$ cat config.mk
export PLATFORM = sky130hd
export DESIGN_NAME = run_sequencer
export DESIGN_NICKNAME = d
export VERILOG_FILES = /design/src/rtl/run_sequencer.sv
export SDC_FILE = /design/constraint.sdc
export NUM_CORES = 1
export LEC_CHECK = 0
export CORE_MARGIN = 2
export CORE_UTILIZATION = 47
export DETAILED_ROUTE_END_ITERATION = 16
export HOLD_SLACK_MARGIN = 0.02
export PLACE_DENSITY_LB_ADDON = 0.25
export RECOVER_POWER = 50
export SYNTH_ARGS = -nofsm -noshare
export SYNTH_HDL_FRONTEND = slang
export SYNTH_SLANG_ARGS = --single-unit
$ cat constraint.sdc
create_clock -name clk -period 3.9 [get_ports clk]
set_input_delay 0.78 -clock clk [delete_from_list [all_inputs] [get_ports clk]]
set_output_delay 0.78 -clock clk [all_outputs]
set_load 0.02 [all_outputs]
$ cat src/rtl/run_sequencer.sv
// run_sequencer
// Program-run controller for the single-cycle 9-bit-instruction core.
// Turns the top-level start/done handshake into core reset and clock-enable
// sequencing, counts executed RUN cycles, aborts runaway programs with a
// timeout, and arbitrates the single data-memory port between the core and
// the host test harness.
//
// Ports:
//   clk, reset          clock; asynchronous active-high reset
//   start               level request: high = (re)start, run begins after it falls
//   done, timeout       registered run status (valid in DONE)
//   core_rst, core_en   core reset / advance enable, decoded from registered state
//   halt_req            current instruction is the halt instruction
//   cycle_count         RUN cycles executed in the current/last run
//   core_mem_*          core-side memory request
//   host_mem_*          host-side memory request; host_mem_gnt = host owns port
//   mem_*               arbitrated port to dat_mem
module run_sequencer #(
  parameter int          CLR_CYCLES = 2,
  parameter logic [15:0] MAX_CYCLES = 16'hFFFF,
  parameter int          AW         = 8,
  parameter int          DW         = 8
) (
  input  logic          clk,
  input  logic          reset,
  input  logic          start,
  output logic          done,
  output logic          timeout,
  output logic          core_rst,
  output logic          core_en,
  input  logic          halt_req,
  output logic [15:0]   cycle_count,
  input  logic          core_mem_wr_en,
  input  logic [AW-1:0] core_mem_addr,
  input  logic [DW-1:0] core_mem_wdata,
  input  logic          host_mem_req,
  input  logic          host_mem_wr,
  input  logic [AW-1:0] host_mem_addr,
  input  logic [DW-1:0] host_mem_wdata,
  output logic          host_mem_gnt,
  output logic          mem_wr_en,
  output logic [AW-1:0] mem_addr,
  output logic [DW-1:0] mem_wdata
);

  typedef enum logic [1:0] {
    S_IDLE  = 2'd0,
    S_CLEAR = 2'd1,
    S_RUN   = 2'd2,
    S_DONE  = 2'd3
  } state_e;

  // Last CLEAR-cycle index (0-based) that satisfies the minimum hold.
  localparam logic [15:0] CLR_LAST = 16'(CLR_CYCLES - 1);
  // cycle_count value during the final allowed RUN cycle.
  localparam logic [15:0] MAX_LAST = MAX_CYCLES - 16'd1;

  state_e      state_q, state_d;
  logic [15:0] clr_cnt_q, clr_cnt_d;
  logic [15:0] cycle_count_q, cycle_count_d;
  logic        timeout_q, timeout_d;
  logic        done_q, done_d;
  logic        core_rst_q, core_rst_d;
  logic        core_en_q, core_en_d;

  logic        clr_met;
  logic        limit_hit;

  assign clr_met   = (clr_cnt_q >= CLR_LAST);
  assign limit_hit = (MAX_CYCLES != 16'd0) && (cycle_count_q == MAX_LAST);

  // Next-state and next-output logic.
  // NOTE: every signal assigned here gets a default first so no path leaves
  // it unassigned, which is what keeps this block from inferring latches.
  always_comb begin
    state_d       = state_q;
    clr_cnt_d     = clr_cnt_q;
    cycle_count_d = cycle_count_q;
    timeout_d     = timeout_q;

    unique case (state_q)
      S_IDLE: begin
        if (start) begin
          state_d       = S_CLEAR;
          clr_cnt_d     = 16'd0;
          cycle_count_d = 16'd0;
          timeout_d     = 1'b0;
        end
      end

      S_CLEAR: begin
        if (clr_cnt_q != 16'hFFFF) clr_cnt_d = clr_cnt_q + 16'd1;
        // Leave only once start has dropped and the minimum hold is met.
        if (!start && clr_met) state_d = S_RUN;
      end

      S_RUN: begin
        // The current cycle executes, so it is counted even when it ends the run.
        if (cycle_count_q != 16'hFFFF) cycle_count_d = cycle_count_q + 16'd1;
        if (start) begin
          state_d       = S_CLEAR;
          clr_cnt_d     = 16'd0;
          cycle_count_d = 16'd0;
          timeout_d     = 1'b0;
        end else if (halt_req) begin
          state_d   = S_DONE;
          timeout_d = 1'b0;
        end else if (limit_hit) begin
          state_d   = S_DONE;
          timeout_d = 1'b1;
        end
      end

      S_DONE: begin
        if (start) begin
          state_d       = S_CLEAR;
          clr_cnt_d     = 16'd0;
          cycle_count_d = 16'd0;
          timeout_d     = 1'b0;
        end
      end

      default: state_d = S_IDLE;
    endcase

    // Outputs are registered copies of the next state's decode, so they are
    // a pure function of the state register with no input-to-output path.
    done_d     = (state_d == S_DONE);
    core_rst_d = (state_d == S_IDLE) || (state_d == S_CLEAR);
    core_en_d  = (state_d == S_RUN);
  end

  // NOTE: sequential state uses non-blocking assignments so every flop
  // samples the pre-edge values regardless of statement order.
  always_ff @(posedge clk or posedge reset) begin
    if (reset) begin
      state_q       <= S_IDLE;
      clr_cnt_q     <= 16'd0;
      cycle_count_q <= 16'd0;
      timeout_q     <= 1'b0;
      done_q        <= 1'b0;
      core_rst_q    <= 1'b1;
      core_en_q     <= 1'b0;
    end else begin
      state_q       <= state_d;
      clr_cnt_q     <= clr_cnt_d;
      cycle_count_q <= cycle_count_d;
      timeout_q     <= timeout_d;
      done_q        <= done_d;
      core_rst_q    <= core_rst_d;
      core_en_q     <= core_en_d;
    end
  end

  assign done        = done_q;
  assign timeout     = timeout_q;
  assign cycle_count = cycle_count_q;
  assign core_rst    = core_rst_q;
  assign core_en     = core_en_q;

  // Memory port arbitration from the state register. The address defaults
  // to the core's so reads stay observable when nobody owns the port; reset
  // kills any grant and write immediately, before the state flops settle.
  always_comb begin
    host_mem_gnt = 1'b0;
    mem_wr_en    = 1'b0;
    mem_addr     = core_mem_addr;
    mem_wdata    = core_mem_wdata;
    if (!reset) begin
      unique case (state_q)
        S_RUN: begin
          mem_wr_en = core_mem_wr_en;
        end
        S_IDLE, S_DONE: begin
          if (host_mem_req) begin
            host_mem_gnt = 1'b1;
            mem_wr_en    = host_mem_wr;
            mem_addr     = host_mem_addr;
            mem_wdata    = host_mem_wdata;
          end
        end
        default: begin
          // CLEAR: port left unowned.
        end
      endcase
    end
  end

endmodule
==> run summary, run 1 <==
yosys + openroad results -> run status=complete, but fails checks, violations in the final reports=capacitance limit, slew limit, Reg-to-Reg Start=state_q[1]$_DFF_PP0_, Net Count, Synth=350, dominant kind of cell=combinational gates, dpl hpwl=4.652 mm, fp_density=48.81%, count of final max-slew check failures=39, Critical-path top delay cell=clkdlybuf4s50_1, # Cells Yosys=303, # clk buffers=7, crit start category=input pin, hold depth=2, final hold violations=0, via count=2443, DP Area=0.003343 mm², yosys warns=0, Tightest Pin Transition=1974 ps, hold_buf cts=0, DR vias/cell=5.429, io pins=77, share of layout cells above drive strength 1=6.316%, Worst-path clk slew=70 ps, worst-path cell chain=dlygate4sd3_1 > inv_1 > nand3_1 > clkinv_1 > a32oi_1 > nor2_1 > clkdlybuf4s50_1, Final ANT Viol Nets=0, Flop pwr share=33.3%, Comb pwr share=47.6%, RSZ-0062 raised after global routing=false, Antenna Cells=0, Synth Instances=303, initial drt markers=141, R2R Path End=clr_cnt_q[15]$_DFFE_PP0P_, critical path depth=7, area reported by Yosys stat=0.002509 mm², Comb area share=42.67%, Sw Pwr=597.3 µW, Async S/R FF share, synth=100.0%, combinational gate area=0.001464 mm², Setup Buffers After CTS=0, Mux area share=3.292%, Top Layout Cells=nand2_1, clkdlybuf4s50_1, dfrtp_1, area delta synth->final=36.76%, Fmax=279.1 MHz, Root Driver=clkbuf_8, mi-comb count=241, top cell family by delay on the critical path=buffers and inverters, Overflow after GRT=0, post-DR wirelength/cell=13.92 µm, area leader, netlist=dfrtp_1, Logic power comb=703 µW, synthesized cell area=0.002509 mm², Yosys reg bits=38, worst path bufs/invs=4, worst path required time=3120 ps, vias in the first global route=2413, top cells by area=dfrtp_1, nand2_1, ha_1, switching portion of total power=40.42%, final tally of setup violations=0, Die Ht=77.06 µm, crit path capture=mem_wr_en, maximum VDD drop=357.3 µV, Top cell area share=36.91%, clk buf depth=2, Hold Path Sink=timeout$_DFFE_PP0P_, Critical Path End Type=primary output, Maximum Capacitance Violations=1, dominant logic cell type in the layout=nand2_1, Worst Hold Class=reg -> reg, Adder Area Share=3.990%, Final Cycle Share=91.87%, chip area=0.005938 mm², Seq cells=38, Compound-Gate Fraction of Synth Area=13.77%, hold_sp=timeout$_DFFE_PP0P_, min Tclk post-route=3583 ps, # port buffers=76, total clock sinks=38, WS Path Type=in -> out, Tot GR Track Use=22.92%, crit path max fanout=18, largest net degree at the start of global routing=39, Synth logic family=simple AND/OR/NAND/NOR gates, CP peak stage delay=570 ps, Lkg Pwr=1.525 nW, drt drc=0, Post-Synth XOR/XNOR Area=5.935%, Yosys cell types=54, Detailed Routing Iterations Pass 1=4, Synth Flop Type=dfrtp_1, PwrDens=430.7 mW/mm², OpenROAD warning count=31, crit path from=reset, Mean Syn Cell Area=8.279 µm², number of synthesized flops with an enable pin=0, ClkCell Share=2.662%, post-CTS resize count=0, nets=426, sequential power=492 µW, Signal buf overhead=22.94%, CTS tree=done, Simple Share, Synth=31.37%
-- run 1: cell usage after synthesis (2+ instances only) --
cell,number
and4_1,2
nand4_1,7
xor2_1,10
nor2b_1,4
nor2_1,25
o211ai_1,4
mux2_2,2
o21ai_0,17
buf_2,2
nor3_1,13
nand3_1,13
a21oi_1,4
nor4_1,3
nand2_1,66
mux2i_1,6
a31oi_1,2
o31ai_1,4
inv_1,12
and3_2,2
dfrtp_1,37
clkbuf_1,9
ha_1,8
o21a_1,2
and3_1,8
and2_1,5
nand2b_1,2
xnor2_1,7
-- run 1: cell families (layout without fill, tap and decap cells) --
| logic type | Yosys count | in the layout |
|---|---|---|
| and+or+nand+nor | 160 | 160 |
| AOI/OAI and AO/OA | 48 | 48 |
| DFF | 38 | 38 |
| buffers and inverters | 24 | 101 |
| xor gates and xnor gates | 17 | 17 |
| adders and majority gates | 8 | 8 |
| muxes | 8 | 8 |
-- run 1: routing by layer --
| layer | wire length, µm | track usage [%] | share of wire [%] |
|---|---|---|---|
| met1 | 2827 | 31.21 | 45 |
| met2 | 2928 | 36.58 | 47 |
| met3 | 428 | 5.647 | 6.8 |
| met4 | 81 | 6.071 | 1.3 |
| met5 | 0 | 0 | 0 |
-- run 1: per-stage QoR --
| step | instances | setup slack, ps | utilization (%) | power, mW | hold slack (ps) |
|---|---|---|---|---|---|
| after floorplan | 303 | 239.6 | - | 0.9290 | 483.6 |
| after global placement | 442 | 419.7 | 65.04 | 1.189 | 512.9 |
| after detailed placement | 442 | 392.7 | 65.04 | 1.203 | 518.2 |
| after CTS | 450 | 385.1 | 66.82 | 1.491 | 536.2 |
| after global routing | 450 | 157.5 | 66.75 | 1.593 | 550.3 |
| final | 450 | 317.1 | 66.75 | 1.478 | 526.8 |
### Cell classes on the final placement, run 1

Drawn at 4 px/µm.
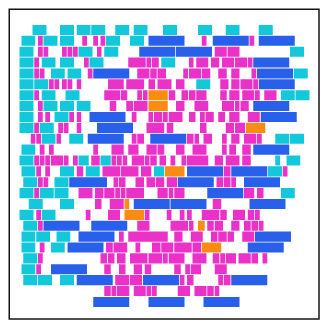
[cyan] other buffers and delay cells | cells: 80 | share of their area: 24%
[blue] flip-flops | cells: 38 | share of their area: 28%
[magenta] all other logic | cells: 254 | share of their area: 45%
[orange] clock drivers and dummy loads | cells: 8 | share of their area: 2.7%
Finished Core Util: 66.75%
Rows: 26
core footprint: 0.005140 mm²
Final Instance Area: 0.003431 mm²

### Register map, names as in the netlist, run 1

Drawn at 4 px/µm.
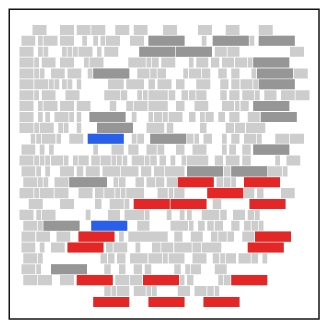
[blue] state_q | flops: 2
[red] clr_cnt_q | flops: 16

### Cell outlines without signal wires, run 1

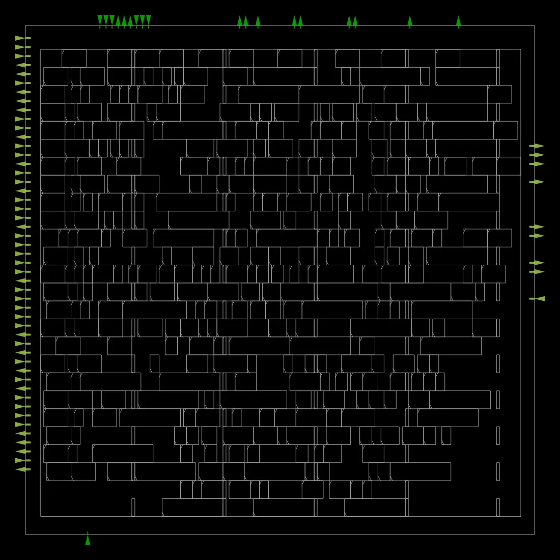
Finished Layout Cells: 450
fraction of area in registers: 27.75%
# Taps: 70
fillers: 472

### Clock distribution, run 1

Drawn at 4 px/µm.
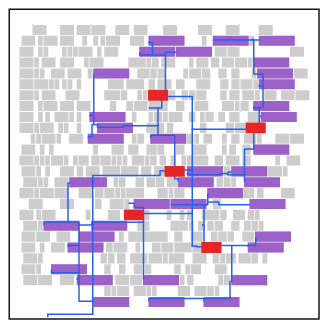
[red] cells driving clock nets | count: 5
[blue] clock wires | length: 501 µm
[purple] flip-flops | count: 38
routed clock nets: 6
Clock group: 282 µW
skew final: 5.509 ps
clk latency late pin: 290 ps

## Run 2: what changed since run 1
Settings changed: MAX_ROUTING_LAYER set to met4.
### Port wiring, run 2

Drawn at 6 px/µm.
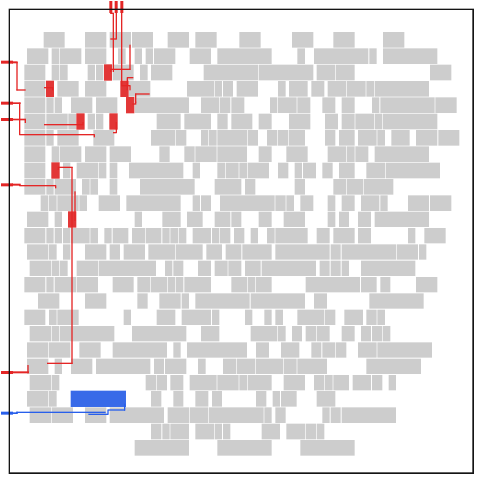
[blue] core_en | bits: 1 | direction: output | end cells: 1 | wire: 23.3 µm
[red] host_mem_addr | bits: 8 | direction: input | end cells: 8 | wire: 140 µm
# port buffers: 76
io pins: 77

==> run summary, run 2 <==
yosys + openroad results -> run status=complete, but fails checks, violations in the final reports=capacitance limit, slew limit, Die Ht=77.06 µm, OpenROAD warning count=31, dominant logic cell type in the layout=nand2_1, total power=1.478 mW, WS Path Type=in -> out, total clock sinks=38, top cell family by delay on the critical path=buffers and inverters, Reg-to-Reg Start=state_q[1]$_DFF_PP0_, worst-path cell chain=dlygate4sd3_1 > inv_1 > nand3_1 > clkinv_1 > a32oi_1 > nor2_1 > clkdlybuf4s50_1, Final ANT Viol Nets=0, skew final=5.673 ps, Lkg Pwr=1.525 nW, Finished Layout Cells=450, met2 wire len=2.965 mm, crit start category=input pin, Rows=26, initial drt markers=130, metal1 wirelength=2.827 mm, dpl ws=392.7 ps, clk buf depth=2, largest net degree at the start of global routing=39, via count=2435, hold_buf cts=0, worst path required time=3120 ps, Top Layout Cells=nand2_1, clkdlybuf4s50_1, dfrtp_1, Post-synth top cells=nand2_1, dfrtp_1, nor2_1, Clock group=282 µW, synthesized cell area=0.002509 mm², top cells by area=dfrtp_1, nand2_1, ha_1, Synth Instances=303, Tot GR Track Use=23.52%, Tightest Pin Transition=1969 ps, Yosys top cell by instances=nand2_1, Critical-path top delay cell=clkdlybuf4s50_1, dpl hpwl=4.652 mm, yosys warns=0, Comb pwr share=47.7%, initial antenna violation count=0, final tally of setup violations=0, Hold Path Sink=timeout$_DFFE_PP0P_, drt drc=0, maximum VDD drop=359.6 µV, Yosys cell types=54, Setup Buffers After CTS=0, Critical Path End Type=primary output, R2R Path End=clr_cnt_q[15]$_DFFE_PP0P_, area reported by Yosys stat=0.002509 mm², Root Driver=clkbuf_8, Async S/R FF share, synth=100.0%, Fmax=278.5 MHz, count of final max-slew check failures=39, post-route setup slack=309.2 ps, Sw Pwr=597.0 µW, final hold violations=0, Top Layer Used=met4, Overflow after GRT=0, Final Cycle Share=92.07%, Net Count, Synth=350, core footprint=0.005140 mm², fp_density=48.81%, # Cells Yosys=303, CP peak stage delay=570 ps, CTS tree=done, chip area=0.005938 mm², metal3 WL=367 µm, Top cell area share=36.91%, Flop pwr share=33.3%, post-CTS resize count=0, Worst-path clk slew=70 ps, Synth Flop Type=dfrtp_1, area leader, netlist=dfrtp_1, area delta synth->final=36.76%, nets=426, post-DR wirelength/cell=13.87 µm, Mean Syn Cell Area=8.279 µm², RSZ-0062 raised after global routing=false, Logic power comb=704 µW, PwrDens=430.7 mW/mm², hold depth=2, Maximum Capacitance Violations=1, Worst Hold Class=reg -> reg, Cells after DPL=442, hold_sp=timeout$_DFFE_PP0P_, clk latency late pin=290 ps, Yosys reg bits=38
### Register map, names as in the netlist, run 2

Drawn at 4 px/µm.
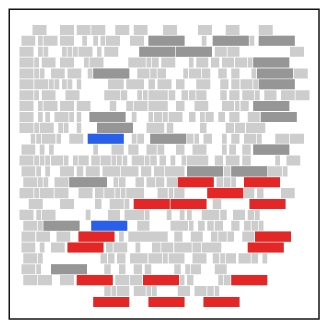
[blue] state_q | flops: 2
[red] clr_cnt_q | flops: 16
sequential power: 492 µW
Reg area: 952.2 µm²

==> run 2: cell counts in the layout (fill, tap and decap cells not counted) <==
No cell type changed its count.
==> run 2: worst register-to-register path, stage by stage (launching register included) <==
cell and delay [ps]:
dfrtp_1 420, inv_1 110, ha_1 650, nor2_1 230
or4_4 580, a2111oi_4 300, xnor2_1 180, nor2_2 50
==> run 2: how the worst max path moves through the flow <==
stage | slack [ps] | endpoint | from | cells after the start
finish | 310 | mem_wr_en | reset | 7
global route | 160 | mem_wr_en | reset | 7
CTS | 390 | mem_wr_en | reset | 7
detailed placement | 390 | mem_wr_en | reset | 7
global placement | 420 | mem_wr_en | reset | 7
floorplan | 240 | mem_addr[0] | reset | 6
==> run 2: stage by stage <==
stage               hold WS [ps]  util (%)  instance area [µm²]
CTS                        536.2     66.82                 3435
floorplan                  483.6         -                 2509
finish                     529.0     66.75                 3431
global route               550.3     66.75                 3431
global placement           512.9     65.04                 3343
detailed placement         518.2     65.04                 3343
==> run 2: cell families after synthesis <==
kind of cell / synth area share (%)
simple gates: 31.37
fa+ha+maj: 3.990
mux: 3.292
compound gates: 13.77
xor+xnor: 5.935
buf+inv: 3.690
flops: 37.96
==> run 2: area by class of cell <==
cell class | count | area, µm² | area share (%)
Clock buffer | 7 | 86.33 | 2.516
Clock inverter | 1 | 5.005 | 0.1459
Inverter | 13 | 48.80 | 1.422
Multi-Input combinational cell | 241 | 1464 | 42.67
Sequential cell | 38 | 952.2 | 27.75
Tap cell | 70 | 87.58 | 2.553
Timing Repair Buffer | 80 | 787.0 | 22.94
==> run 2: per-layer routing <==
layer | up-vias | GRT usage (%)
li1 | 1210 | -
met1 | 1132 | 31.96
met2 | 83 | 36.49
met3 | 10 | 4.353
met4 | 0 | 6.071
met5 | - | -
No activity file was given, so power comes from the tool's default toggle rates.
